`src/rtl/operand_fetch_stage_pkg.sv`:
```
// Shared word and register-address types plus the producer-match helper used by the operand fetch stage.
package operand_fetch_stage_pkg;

    typedef logic [31:0] Word;
    typedef logic [4:0]  RegAddress;

    localparam RegAddress ZERO_REG = 5'd0;

    function automatic logic addr_hit(input logic we, input RegAddress producer, input RegAddress src);
        return we && (producer == src);
    endfunction

endpackage

```
`src/rtl/operand_fetch_stage_bypass_mux.sv`:
```
// Resolves one source operand against the EX/MEM/WB producers and reports whether it must stall.
// FORWARDING_EN selects full bypassing; otherwise any in-flight producer of the source stalls.
module bypass_mux
    import operand_fetch_stage_pkg::*;
(
    input  RegAddress src_addr,
    input  Word       rf_data,
    input  logic      ex_we,
    input  logic      ex_is_load,
    input  RegAddress ex_rd,
    input  Word       ex_data,
    input  logic      mem_we,
    input  RegAddress mem_rd,
    input  Word       mem_data,
    input  logic      wb_we,
    input  RegAddress wb_rd,
    input  Word       wb_data,
    output Word       operand,
    output logic      stall_req
);

    logic src_zero;
    logic ex_hit;
    logic mem_hit;
    logic wb_hit;

    assign src_zero = (src_addr == ZERO_REG);
    assign ex_hit   = addr_hit(ex_we, ex_rd, src_addr);
    assign mem_hit  = addr_hit(mem_we, mem_rd, src_addr);
    assign wb_hit   = addr_hit(wb_we, wb_rd, src_addr);

`ifdef FORWARDING_EN
    // Youngest producer wins; a load in EX has no data yet, so it stalls instead.
    always_comb begin
        operand = rf_data;
        if (src_zero)
            operand = '0;
        else if (ex_hit && !ex_is_load)
            operand = ex_data;
        else if (mem_hit)
            operand = mem_data;
        else if (wb_hit)
            operand = wb_data;
    end

    assign stall_req = !src_zero && ex_hit && ex_is_load;
`else
    logic unused_data;
    assign unused_data = ^{ex_data, mem_data, wb_data, ex_is_load};

    assign operand   = src_zero ? '0 : rf_data;
    assign stall_req = !src_zero && (ex_hit || mem_hit || wb_hit);
`endif

endmodule

```
`src/rtl/operand_fetch_stage.sv`:
```
// Operand fetch pipeline stage: register file read, hazard stall and one-deep output register.
// Bypassing is enabled with the FORWARDING_EN macro.
module operand_fetch_stage
    import operand_fetch_stage_pkg::*;
(
    input  logic      clk,
    input  logic      reset,
    input  logic      flush,
    input  logic      in_valid,
    output logic      in_ready,
    input  RegAddress in_rs1,
    input  RegAddress in_rs2,
    input  RegAddress in_rd,
    input  logic      in_rd_we,
    input  logic      in_is_load,
    input  Word       in_pc,
    input  Word       in_imm,
    output RegAddress rf_addr1,
    output RegAddress rf_addr2,
    input  Word       rf_data1,
    input  Word       rf_data2,
    input  Word       ex_result,
    input  logic      mem_we,
    input  RegAddress mem_rd,
    input  Word       mem_data,
    input  logic      wb_we,
    input  RegAddress wb_rd,
    input  Word       wb_data,
    output logic      out_valid,
    input  logic      out_ready,
    output Word       out_rs1_val,
    output Word       out_rs2_val,
    output RegAddress out_rd,
    output logic      out_rd_we,
    output logic      out_is_load,
    output Word       out_pc,
    output Word       out_imm,
    output Word       stall_cycles
);

    Word  rs1_val;
    Word  rs2_val;
    logic stall1;
    logic stall2;
    logic ex_we;
    logic hazard;
    logic capture;

    assign rf_addr1 = in_rs1;
    assign rf_addr2 = in_rs2;

    // The instruction in the output register is the EX-stage producer.
    assign ex_we = out_valid && out_rd_we;

    bypass_mux u_bypass_rs1 (
        .src_addr  (in_rs1),
        .rf_data   (rf_data1),
        .ex_we     (ex_we),
        .ex_is_load(out_is_load),
        .ex_rd     (out_rd),
        .ex_data   (ex_result),
        .mem_we    (mem_we),
        .mem_rd    (mem_rd),
        .mem_data  (mem_data),
        .wb_we     (wb_we),
        .wb_rd     (wb_rd),
        .wb_data   (wb_data),
        .operand   (rs1_val),
        .stall_req (stall1)
    );

    bypass_mux u_bypass_rs2 (
        .src_addr  (in_rs2),
        .rf_data   (rf_data2),
        .ex_we     (ex_we),
        .ex_is_load(out_is_load),
        .ex_rd     (out_rd),
        .ex_data   (ex_result),
        .mem_we    (mem_we),
        .mem_rd    (mem_rd),
        .mem_data  (mem_data),
        .wb_we     (wb_we),
        .wb_rd     (wb_rd),
        .wb_data   (wb_data),
        .operand   (rs2_val),
        .stall_req (stall2)
    );

    assign hazard   = in_valid && (stall1 || stall2);
    assign in_ready = !reset && !flush && !hazard && (!out_valid || out_ready);
    assign capture  = in_valid && in_ready;

    // Output register: reset beats flush, flush beats capture, capture beats drain.
    always_ff @(posedge clk) begin
        if (reset) begin
            out_valid   <= 1'b0;
            out_rs1_val <= '0;
            out_rs2_val <= '0;
            out_rd      <= '0;
            out_rd_we   <= 1'b0;
            out_is_load <= 1'b0;
            out_pc      <= '0;
            out_imm     <= '0;
        end else if (flush) begin
            out_valid <= 1'b0;
        end else if (capture) begin
            out_valid   <= 1'b1;
            out_rs1_val <= rs1_val;
            out_rs2_val <= rs2_val;
            out_rd      <= in_rd;
            out_rd_we   <= in_rd_we;
            out_is_load <= in_is_load;
            out_pc      <= in_pc;
            out_imm     <= in_imm;
        end else if (out_ready) begin
            out_valid <= 1'b0;
        end
    end

    always_ff @(posedge clk) begin
        if (reset)
            stall_cycles <= '0;
        else if (hazard && !flush)
            stall_cycles <= stall_cycles + 32'd1;
    end

endmodule
```
`config.mk`:
```
export PLATFORM = sky130hd
export DESIGN_NAME = operand_fetch_stage
export DESIGN_NICKNAME = d
export VERILOG_FILES = /design/src/rtl/operand_fetch_stage_pkg.sv /design/src/rtl/operand_fetch_stage_bypass_mux.sv /design/src/rtl/operand_fetch_stage.sv
export SDC_FILE = /design/constraint.sdc
export NUM_CORES = 1
export LEC_CHECK = 0
export CAP_MARGIN = 20
export CORE_AREA = 3 3 173 175
export DETAILED_ROUTE_END_ITERATION = 16
export DIE_AREA = 0 0 176 178
export MAX_ROUTING_LAYER = met4
export PLACE_DENSITY = 0.66
export SLEW_MARGIN = 20
export SYNTH_ARGS = -nofsm -noshare
export SYNTH_HDL_FRONTEND = slang
export SYNTH_HIERARCHICAL = 1
export SYNTH_SLANG_ARGS = --single-unit
```
`constraint.sdc`:
```
create_clock -name clk -period 3.9 [get_ports clk]
set_input_delay 0.585 -clock clk [delete_from_list [all_inputs] [get_ports clk]]
set_output_delay 0.585 -clock clk [all_outputs]
set_load 0.05 [all_outputs]
```
sizing.png
Bar = 50 um.
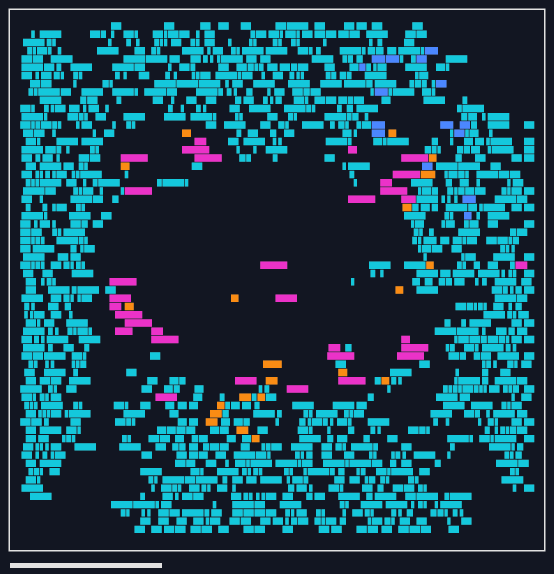
orange -> x3 and x4  # cells 21
cyan -> x1 and smaller  # cells 1144
blue -> x2  # cells 15
magenta -> x6 and larger  # cells 32

clock_wires.png
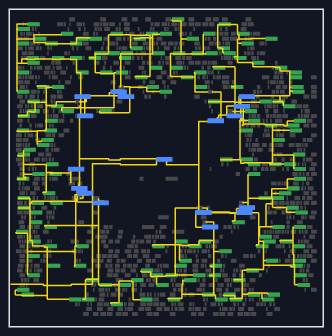
blue -> clock-net drivers  # count 17
yellow -> clock wires  # length 2660 um
green -> flip-flops  # count 168
routed clock nets = 18

port_trees.png
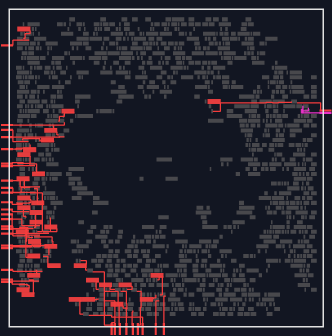
red -> out_pc  # bits 32, direction output, edge 22 left, 9 bottom, 1 right, end cells 32, buffers 32, wire 1020 um
magenta -> in_is_load  # bits 1, direction input, edge right, end cells 1, buffers 1, wire 19.5 um

==> deck_impl_summary.md <==
Flow Results at a Glance

GRT
  – First-pass GRT wire length: ~38 mm
  – Overall overflow remaining after global route: 0
  – Antenna violations before repair: 0
  – Via count of the first global-routing pass: between 6000 and 7000
  – Maximum number of pins on one net before global-route repair: 91

Layout
  – Number of antenna repair diodes: 0
  – Synthesis-to-layout area growth: 59.9%
  – Number of fill cells in the layout: around 2900
  – Ratio of cells with drive above 1 in the final layout: 0.0561
  – Layout net count: ~1500
  – Filler-free cell count of the finished design: about 1600

Worst hold path
  – Instance count along the most critical hold path: 2
  – Worst min-delay path endpoint: out_rs2_val[8]
  – Hold/Removal Path Class: flip-flop to flip-flop
  – Min-delay src: out_rs2_val[8]

Clock tree
  – Cell at the root of the clock tree: clkbuf_16
  – TritonCTS clock tree: built
  – H-tree depth reported by CTS: 4
  – Number of cells upsized or downsized after cts: 0
  – Maximum number of buffers from clock root to sink: 2
  – Post-cts hold buffer count: 0
  – Post-CTS repair timing setup buffer count: 0

Detailed routing
  – Vias per std cell: ~4.4
  – Number of search-and-repair iterations in the first detailed-routing pass: 6
  – Number of DRC markers in iteration 0: 310
  – Post-detailed-route count of antenna-violating nets: 0
  – DR DRC count: 0

Pwr
  – Share of power burned in registers: 0.428
  – Part of the power in the clock network: 0.405
  – Final Total Pwr: around 4.2 mW
  – Pwr/cell area: 367 nW/um^2
  – Fraction of power spent switching nets: 0.296
  – Pleak: just under 4 nW
  – Total internal power: 2.94 mW

Final timing
  – Maximum operating frequency: between 200 and 300 MHz
  – Max-slew violation count: 0
  – Fin Clk Skew: around 11 ps
  – Slew Limit Headroom: 0.318
  – Fraction of the cycle the final worst path needs: 0.925
  – Transition time at the pin with the least slew margin: 1020 ps
  – Final hold violation count: 0
  – Setup TNS: 0 ps

Yosys
  – Leading register cell type out of synthesis: dfxtp_1
  – Most common cell in the synthesized netlist: nand2_1
  – Number of synthesized flops with an enable pin: 0
  – Post-synth top cells: 280 x nand2_1, 168 x dfxtp_1, 145 x a21oi_1
  – Synthesized area per cell: 7.95 um^2
  – Post-Syn Area: about 7100 um^2
  – Synthesized flop and latch total: 168
  – Synthesis area per yosys: 7130 um^2
  – Leading area contributor after synthesis: dfxtp_1
  – Number of distinct library cells after synthesis: around 40
  – Fraction of synthesis flops using an asynchronous set or reset pin: 0
  – Top area cells in the synthesized netlist: dfxtp_1 47%, nand2_1 15%, a21oi_1 10%, nor2b_1 5.7%, xor2_1 4.1%
  – Post-Synthesis Net Count: 1155

Job
  – Tool warning count: 122
  – Max-cap viol count: 0

Placed design
  – Half-perimeter wire length after detailed placement: 17.2 mm
  – PortBufs: approximately 340
  – DP Cell Count: 1564
  – Gp weighted congestion: about 0.77

Worst setup path
  – Max FO, Critical Path: 6
  – Startpoint type of the worst setup path: input pin
  – Worst Path Required: around 3300 ps
  – Endpoint of the worst-slack reg-to-reg timing path: stall_cycles[30]
  – Worst reg2reg setup slack: about 1300 ps
  – Length in cells of the worst reg-to-reg path: 9
  – Arrival time of the worst setup path: about 3000 ps
  – Classification of the worst setup path: input pin to output port

Floorplan
  – Share of the core filled by cells before placement: 0.249
  – Total die area: approximately 31000 um^2

Status
  – Status: finished clean
layers.png
Bar = 50 um.
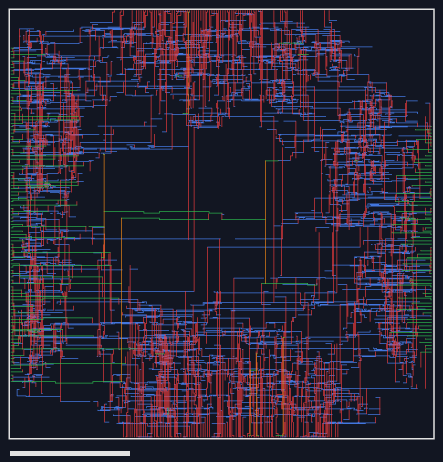
red -> M2  # wire length 11900 um
orange -> M4  # wire length 306 um
green -> M3  # wire length 1730 um
blue -> M1  # wire length 10500 um
combined global-route utilization of all metal layers: 0.155
final routed wirelength across all metal layers: 24.4 mm
WL per Instance: 15.3 um
vias post-DR: 7013

clock_nets.png
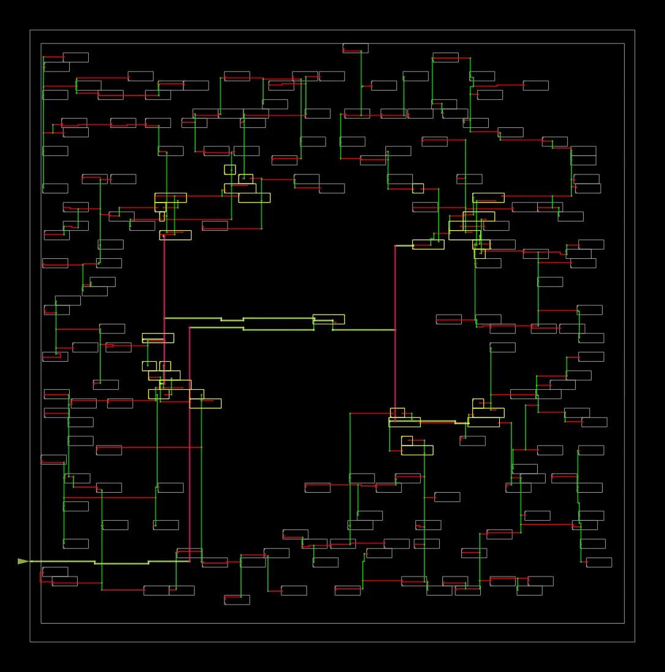
insertion delay at the late pin of the worst-skew pair: 420 ps
number of clock sinks: 168
Power Clock: 1.69 mW

## stage by stage
step                      hold WS (ps)  cell area (um^2)  setup WS, ps
after floorplan                    672              7130           989
after global placement             441             10800           250
after detailed placement           446             10800           211
after CTS                          456             11400           230
after global routing               469             11400           151
final                              454             11400           291
## power groups by stage
stage	Sequential, mW	Combinational [mW]	Clock, mW
final	1.79	0.696	1.69
after global routing	1.80	0.740	1.83
after CTS	1.79	0.702	1.76
after detailed placement	1.83	0.699	0
after global placement	1.83	0.694	0
after floorplan	2.00	0.200	0
## kinds of logic after synthesis
| family | share of synthesized area |
|---|---|
| AND/OR/NAND/NOR | 0.293 |
| XOR/XNOR | 0.0664 |
| adder cells (fa/ha/maj) | 0.00176 |
| buffers and inverters | 0.0544 |
| AND-OR/OR-AND | 0.112 |
| flip-flops | 0.472 |
## how the worst max path moves through the flow
stage,cells after the start,from,slack [ps],to
after detailed placement,10,in_rs2[3],210,stall_cycles[30]
after global routing,9,in_rs2[0],150,in_ready
after CTS,9,in_rs2[0],230,in_ready
after floorplan,6,in_rs2[1],990,in_ready
final,8,in_rs2[1],290,in_ready
after global placement,8,in_rs2[1],250,in_ready
## registers in the layout, indices dropped and copies added (netlist names)
name and flops:
out_valid 1, stall_cycles 32, out_rs1_val 32, out_is_load 1
out_imm 32, out_pc 32, out_rd_we 1, out_rd 5
out_rs2_val 32
## layout by cell type, fill, tap and decap left out, types with 3 or more instances in the layout
cell and instances:
xor2_1 33, a21oi_1 145, xnor2_1 21, clkinv_4 5
nand2_1 280, nor4_2 5, nor3_2 5, inv_1 5
clkdlybuf4s50_1 338, dfxtp_1 168, and4_1 3, o21ai_0 7
or3_1 6, nor4_1 7, nand3_1 8, nand4_2 3
nor2_1 28, clkbuf_16 17, nor2b_1 65, nand4_1 10
buf_12 5, buf_4 9, and3_1 3, inv_8 5
## worst max-delay path: stages
cell             delay [ps]
clkdlybuf4s50_1         580
or4_4                   620
nor2_4                   90
a21oi_1                  60
o21ai_1                 470
buf_4                   250
and2_1                  200
buf_12                  150
## routing by layer
layer / up-vias / track usage / part of all wire
met1: 3274 / 0.184 / 0.43
met2: 213 / 0.258 / 0.49
met4: 0 / 0.0366 / 0.013
met5: - / - / 0
li1: 3509 / - / -
met3: 17 / 0.0481 / 0.071
## layout make-up
cell class,instances,share of cell area
clock buffers,19,0.0389
well taps,384,0.0422
repair buffers,353,0.313
clock inverters,13,0.0118
inverters,5,0.00165
flip-flops and latches,168,0.295
multi-input cells,654,0.298
Power is estimated from default activity; no workload was simulated.
